### config.mk
export PLATFORM = sky130hd
export DESIGN_NAME = ps2_host_tx_flat
export DESIGN_NICKNAME = d
export VERILOG_FILES = /design/src/rtl/ps2_host_tx_if.sv /design/src/rtl/ps2_host_tx.sv /design/src/flat_wrapper.sv
export SDC_FILE = /design/constraint.sdc
export NUM_CORES = 1
export LEC_CHECK = 0
export ABC_AREA = 1
export CAP_MARGIN = 15
export CORE_MARGIN = 2
export CORE_UTILIZATION = 50
export CTS_CLUSTER_SIZE = 40
export DETAILED_ROUTE_END_ITERATION = 8
export PLACE_DENSITY = 0.71
export SLEW_MARGIN = 5
export SYNTH_ARGS = -nofsm -noshare
export SYNTH_HDL_FRONTEND = slang
export SYNTH_SLANG_ARGS = --single-unit
### constraint.sdc
create_clock -name clk_i -period 1.5 [get_ports clk_i]
set_clock_uncertainty 0.05 [all_clocks]
set_input_delay 0.3 -clock clk_i [delete_from_list [all_inputs] [get_ports clk_i]]
set_output_delay 0.3 -clock clk_i [all_outputs]
set_load 0.02 [all_outputs]
### src/rtl/ps2_host_tx_if.sv
// Command-byte handshake between the keyboard-controller register and the PS/2 host transmitter.
interface ps2_host_tx_if;
  logic       tx_valid_i;
  logic [7:0] tx_data_i;
  logic       tx_ready_o;
  logic       busy_o;
  logic       done_o;
  logic       error_o;

  modport master (
    output tx_valid_i,
    output tx_data_i,
    input  tx_ready_o,
    input  busy_o,
    input  done_o,
    input  error_o
  );

  modport slave (
    input  tx_valid_i,
    input  tx_data_i,
    output tx_ready_o,
    output busy_o,
    output done_o,
    output error_o
  );
endinterface

### src/rtl/ps2_host_tx.sv
// PS/2 host-to-device transmitter: inhibit, request-to-send, device-clocked shift, ack check.
// Drives open-drain pull-low enables only; tri-states are built at the top level.
module ps2_host_tx #(
  parameter int unsigned INHIBIT_CYCLES = 5000,
  parameter int unsigned TIMEOUT_CYCLES = 750000,
  parameter int unsigned FILTER_CYCLES  = 8
) (
  input  logic         clk_i,
  input  logic         rst_n_i,
  input  logic         ps2_clk_i,
  input  logic         ps2_data_i,
  output logic         ps2_clk_oe_o,
  output logic         ps2_data_oe_o,
  ps2_host_tx_if.slave tx_if
);

  localparam int unsigned INH_W = $clog2(INHIBIT_CYCLES + 1);
  localparam int unsigned TMO_W = $clog2(TIMEOUT_CYCLES + 1);
  localparam int unsigned FLT_W = $clog2(FILTER_CYCLES + 1);

  typedef enum logic [2:0] {
    ST_IDLE,
    ST_INHIBIT,
    ST_RTS,
    ST_SHIFT,
    ST_ACK,
    ST_WAIT_IDLE
  } state_e;

  state_e           state_q, state_d;
  logic [7:0]       byte_q, byte_d;
  logic             parity_q, parity_d;
  logic [INH_W-1:0] cnt_q, cnt_d;
  logic [3:0]       bit_q, bit_d;
  logic [TMO_W-1:0] tmr_q, tmr_d;
  logic             nack_q, nack_d;

  logic clk_oe_q, clk_oe_d;
  logic data_oe_q, data_oe_d;
  logic ready_q, ready_d;
  logic busy_q, busy_d;
  logic done_q, done_d;
  logic error_q, error_d;

  logic [1:0]       clk_sync_q, clk_sync_d;
  logic [1:0]       data_sync_q, data_sync_d;
  logic             filt_clk_q, filt_clk_d;
  logic [FLT_W-1:0] filt_cnt_q, filt_cnt_d;

  logic clk_s;
  logic data_s;
  logic fall;
  logic accept;
  logic inh_done;
  logic timeout;

  // Input conditioning: the filtered clock only moves after FILTER_CYCLES
  // consecutive samples disagree with it; fall marks the 1->0 flip.
  always_comb begin
    clk_sync_d  = {clk_sync_q[0], ps2_clk_i};
    data_sync_d = {data_sync_q[0], ps2_data_i};
    clk_s       = clk_sync_q[1];
    data_s      = data_sync_q[1];
    filt_clk_d  = filt_clk_q;
    filt_cnt_d  = '0;
    fall        = 1'b0;
    if (clk_s != filt_clk_q) begin
      if (filt_cnt_q == FLT_W'(FILTER_CYCLES - 1)) begin
        filt_clk_d = clk_s;
        fall       = filt_clk_q;
      end else begin
        filt_cnt_d = filt_cnt_q + 1'b1;
      end
    end
  end

  assign accept   = tx_if.tx_valid_i && ready_q;
  assign inh_done = (cnt_q == INH_W'(INHIBIT_CYCLES - 1));
  assign timeout  = (tmr_q == TMO_W'(TIMEOUT_CYCLES - 1));

  always_ff @(posedge clk_i) begin
    if (!rst_n_i) begin
      state_q     <= ST_IDLE;
      byte_q      <= '0;
      parity_q    <= 1'b0;
      cnt_q       <= '0;
      bit_q       <= '0;
      tmr_q       <= '0;
      nack_q      <= 1'b0;
      clk_oe_q    <= 1'b0;
      data_oe_q   <= 1'b0;
      ready_q     <= 1'b1;
      busy_q      <= 1'b0;
      done_q      <= 1'b0;
      error_q     <= 1'b0;
      clk_sync_q  <= '1;
      data_sync_q <= '1;
      filt_clk_q  <= 1'b1;
      filt_cnt_q  <= '0;
    end else begin
      state_q     <= state_d;
      byte_q      <= byte_d;
      parity_q    <= parity_d;
      cnt_q       <= cnt_d;
      bit_q       <= bit_d;
      tmr_q       <= tmr_d;
      nack_q      <= nack_d;
      clk_oe_q    <= clk_oe_d;
      data_oe_q   <= data_oe_d;
      ready_q     <= ready_d;
      busy_q      <= busy_d;
      done_q      <= done_d;
      error_q     <= error_d;
      clk_sync_q  <= clk_sync_d;
      data_sync_q <= data_sync_d;
      filt_clk_q  <= filt_clk_d;
      filt_cnt_q  <= filt_cnt_d;
    end
  end

  // Next state; timeout is tested before any clock edge so it wins a tie.
  always_comb begin
    state_d  = state_q;
    byte_d   = byte_q;
    parity_d = parity_q;
    cnt_d    = cnt_q;
    bit_d    = bit_q;
    tmr_d    = tmr_q;
    nack_d   = nack_q;
    case (state_q)
      ST_IDLE: begin
        if (accept) begin
          byte_d   = tx_if.tx_data_i;
          parity_d = ~^tx_if.tx_data_i;
          cnt_d    = '0;
          state_d  = ST_INHIBIT;
        end
      end
      ST_INHIBIT: begin
        if (inh_done) state_d = ST_RTS;
        else          cnt_d   = cnt_q + 1'b1;
      end
      ST_RTS: begin
        tmr_d   = '0;
        bit_d   = '0;
        state_d = ST_SHIFT;
      end
      ST_SHIFT: begin
        tmr_d = tmr_q + 1'b1;
        if (timeout) begin
          state_d = ST_IDLE;
        end else if (fall) begin
          bit_d = bit_q + 1'b1;
          if (bit_q == 4'd9) state_d = ST_ACK;
        end
      end
      ST_ACK: begin
        tmr_d = tmr_q + 1'b1;
        if (timeout) begin
          state_d = ST_IDLE;
        end else if (fall) begin
          nack_d  = data_s;
          state_d = ST_WAIT_IDLE;
        end
      end
      ST_WAIT_IDLE: begin
        tmr_d = tmr_q + 1'b1;
        if (timeout || (filt_clk_q && data_s)) state_d = ST_IDLE;
      end
      default: state_d = ST_IDLE;
    endcase
  end

  // Registered outputs, computed from the transition being taken this cycle.
  always_comb begin
    done_d    = 1'b0;
    error_d   = 1'b0;
    data_oe_d = data_oe_q;
    case (state_q)
      ST_IDLE:    data_oe_d = 1'b0;
      ST_INHIBIT: data_oe_d = inh_done;
      ST_RTS:     data_oe_d = 1'b1;
      ST_SHIFT: begin
        if (timeout) begin
          data_oe_d = 1'b0;
          done_d    = 1'b1;
          error_d   = 1'b1;
        end else if (fall) begin
          if (bit_q < 4'd8)       data_oe_d = ~byte_q[bit_q[2:0]];
          else if (bit_q == 4'd8) data_oe_d = ~parity_q;
          else                    data_oe_d = 1'b0;
        end
      end
      ST_ACK: begin
        data_oe_d = 1'b0;
        if (timeout) begin
          done_d  = 1'b1;
          error_d = 1'b1;
        end
      end
      ST_WAIT_IDLE: begin
        data_oe_d = 1'b0;
        if (timeout) begin
          done_d  = 1'b1;
          error_d = 1'b1;
        end else if (filt_clk_q && data_s) begin
          done_d  = 1'b1;
          error_d = nack_q;
        end
      end
      default: data_oe_d = 1'b0;
    endcase
    clk_oe_d = (state_d == ST_INHIBIT) || (state_d == ST_RTS);
    busy_d   = (state_d != ST_IDLE);
    ready_d  = (state_d == ST_IDLE);
  end

  assign ps2_clk_oe_o     = clk_oe_q;
  assign ps2_data_oe_o    = data_oe_q;
  assign tx_if.tx_ready_o = ready_q;
  assign tx_if.busy_o     = busy_q;
  assign tx_if.done_o     = done_q;
  assign tx_if.error_o    = error_q;

endmodule

### src/flat_wrapper.sv
// flat-port wrapper written by rule: the top's interface ports become plain ports
module ps2_host_tx_flat 
#(
  parameter int unsigned INHIBIT_CYCLES = 5000,
  parameter int unsigned TIMEOUT_CYCLES = 750000,
  parameter int unsigned FILTER_CYCLES  = 8
)
  (clk_i, rst_n_i, ps2_clk_i, ps2_data_i, ps2_clk_oe_o, ps2_data_oe_o, tx_if_tx_valid_i, tx_if_tx_data_i, tx_if_tx_ready_o, tx_if_busy_o, tx_if_done_o, tx_if_error_o);
  ps2_host_tx_if tx_if_i ();
  input  logic clk_i;
  input  logic rst_n_i;
  input  logic ps2_clk_i;
  input  logic ps2_data_i;
  output logic ps2_clk_oe_o;
  output logic ps2_data_oe_o;
  input wire logic [$bits(tx_if_i.tx_valid_i)-1:0] tx_if_tx_valid_i;
  input wire logic [$bits(tx_if_i.tx_data_i)-1:0] tx_if_tx_data_i;
  output wire logic [$bits(tx_if_i.tx_ready_o)-1:0] tx_if_tx_ready_o;
  output wire logic [$bits(tx_if_i.busy_o)-1:0] tx_if_busy_o;
  output wire logic [$bits(tx_if_i.done_o)-1:0] tx_if_done_o;
  output wire logic [$bits(tx_if_i.error_o)-1:0] tx_if_error_o;
  assign tx_if_i.tx_valid_i = tx_if_tx_valid_i;
  assign tx_if_i.tx_data_i = tx_if_tx_data_i;
  assign tx_if_tx_ready_o = tx_if_i.tx_ready_o;
  assign tx_if_busy_o = tx_if_i.busy_o;
  assign tx_if_done_o = tx_if_i.done_o;
  assign tx_if_error_o = tx_if_i.error_o;
  ps2_host_tx #(.INHIBIT_CYCLES(INHIBIT_CYCLES), .TIMEOUT_CYCLES(TIMEOUT_CYCLES), .FILTER_CYCLES(FILTER_CYCLES)) u_core (.clk_i(clk_i), .rst_n_i(rst_n_i), .ps2_clk_i(ps2_clk_i), .ps2_data_i(ps2_data_i), .ps2_clk_oe_o(ps2_clk_oe_o), .ps2_data_oe_o(ps2_data_oe_o), .tx_if(tx_if_i));
endmodule
==> impl_metrics.json <==
{
  "n_antenna_cell": 0,
  "violations": "negative setup slack",
  "largest_reg_flops": 20,
  "most_common_cell": "nand2_1",
  "critical_path_required_ps": 1690,
  "drcViolationCount": 0,
  "hpwl_um": 6990,
  "cap_violations": 0,
  "async_flop_share_pct": 0,
  "finalPower_w": 0.00387,
  "ant_nets": 0,
  "nets": 668,
  "synthXorXnorAreaFrac_pct": 2.95,
  "edf_count": 0,
  "first_pass_iters": 7,
  "status": "finished, violations left",
  "cts_resized": 65,
  "wl_per_cell_um": 16.4,
  "vias": 4288,
  "tightest_slew_ps": 580,
  "crit_fanout": 4,
  "min_path_type": "reg2reg",
  "adder_share_pct": 1.76,
  "synth_nets": 537,
  "synth-main-ff-cell": "dfxtp_1",
  "setup_ws_ps": -231,
  "die_h_um": 88.4,
  "fillCellCount": 416,
  "comb_area_um2": 2450,
  "fmax_mhz": 578,
  "grt_max_degree": 31,
  "antenna_found_initial": 0,
  "cellPowerDensity_nw_per_um2": 703,
  "log.warning_count": 30,
  "cts.sinks": 65,
  "setup_viol": 31,
  "met1_length_um": 4560,
  "placedCellCount": 708,
  "synthesis.instances": 519
}
## report_power, final
group          switching [W]  total, W  internal [W]
Clock               0.000796   0.00158      0.000781
Sequential         0.0000270   0.00179       0.00176
Combinational       0.000261  0.000506      0.000245
## metrics by stage
stage	hold slack (ps)	instance area (um2)	util (%)	TNS, ps
floorplan	343	3590	-	-33.0
CTS	377	4980	72.9	-1180
finish	371	5510	80.6	-2420
global route	386	5510	80.6	-5210
detailed placement	355	4480	65.6	-5780
global placement	352	4480	65.6	-3500
## layout by cell type (no fill, tap or decap), types with 7 or more instances in the layout
cell and count:
a21oi_1 21, a21oi_2 7, buf_4 94, buf_6 16, clkbuf_8 9, clkdlybuf4s50_1 12
dfxtp_1 45, dfxtp_2 12, dfxtp_4 8, inv_1 50, inv_2 10, nand2_1 86
nand2_2 18, nand2_4 9, nand3_1 45, nand3_2 9, nand3_4 11, nand4_1 13
nor2_1 54, nor2_4 18, o21ai_0 17, o21ai_1 7
## routing by layer
layer / vias up / track usage [%]
met5: - / 0
met4: 0 / 11.8
met3: 76 / 4.01
met2: 277 / 48.3
met1: 1969 / 34.3
li1: 1966 / -
## final cells by class
cell class,count,area share [%]
timing repair inverter,1,0.114
timing repair buffer,131,20.2
clock buffer,9,2.25
inverter,66,4.86
sequential,65,24.5
clock inverter,7,1.45
tap,96,2.18
multi-input combinational,376,44.5
## final timing paths
path | startpoint | endpoint | slack, ps | cells past startpoint
setup reg to reg | u_core.tmr_q[1] | u_core.tmr_q[18] | -230 | 12
hold reg to reg | u_core.data_sync_q[0] | u_core.data_sync_q[1] | 370 | 1
hold / removal | u_core.data_sync_q[0] | u_core.data_sync_q[1] | 370 | 1
setup / recovery | u_core.tmr_q[1] | u_core.tmr_q[18] | -230 | 12
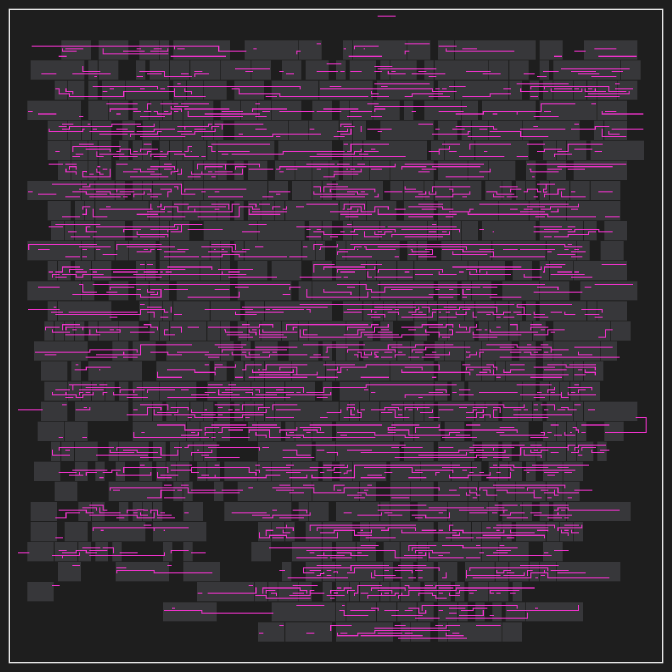
(the metal 1 layer)
Cells faint in the background.
626 nets have wire on it. The layer holds 37% of the routed length. The layer carries 4560 um of wire.

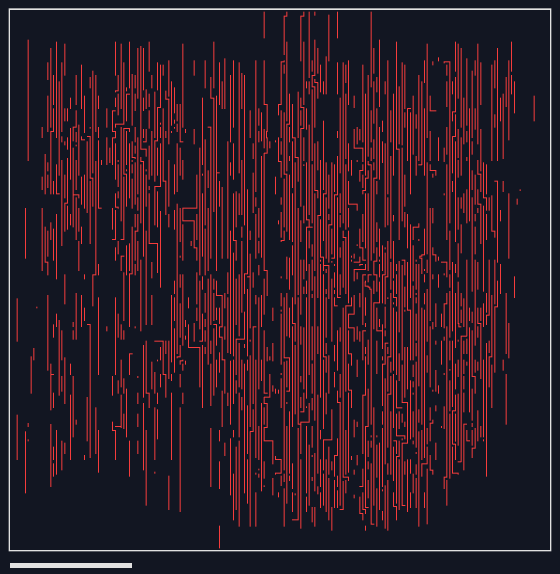
(metal 2)
Bar = 20 um.
The longest straight run is 28.6 um. The layer holds 49% of the routed length.

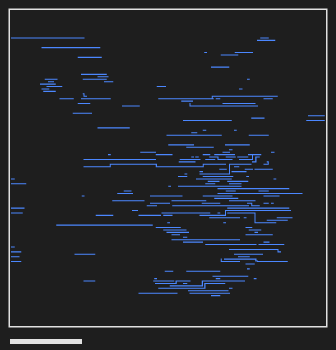
(met3 routing)
Bar = 20 um.
The layer carries 1040 um of wire. 109 nets have wire on it.

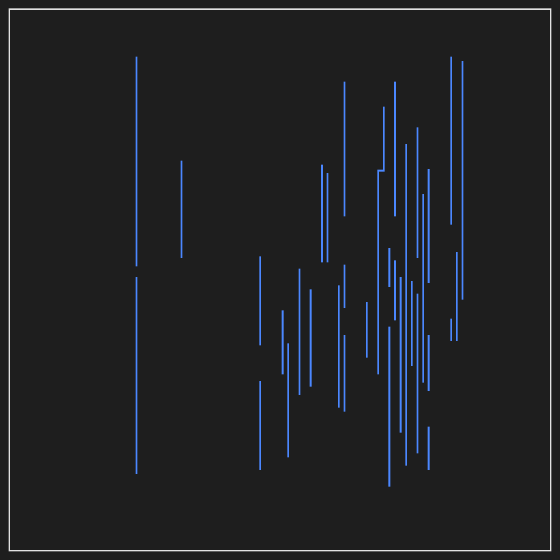
(the metal 4 layer)
The layer carries 668 um of wire. 31 nets have wire on it. The layer holds 5.4% of the routed length.

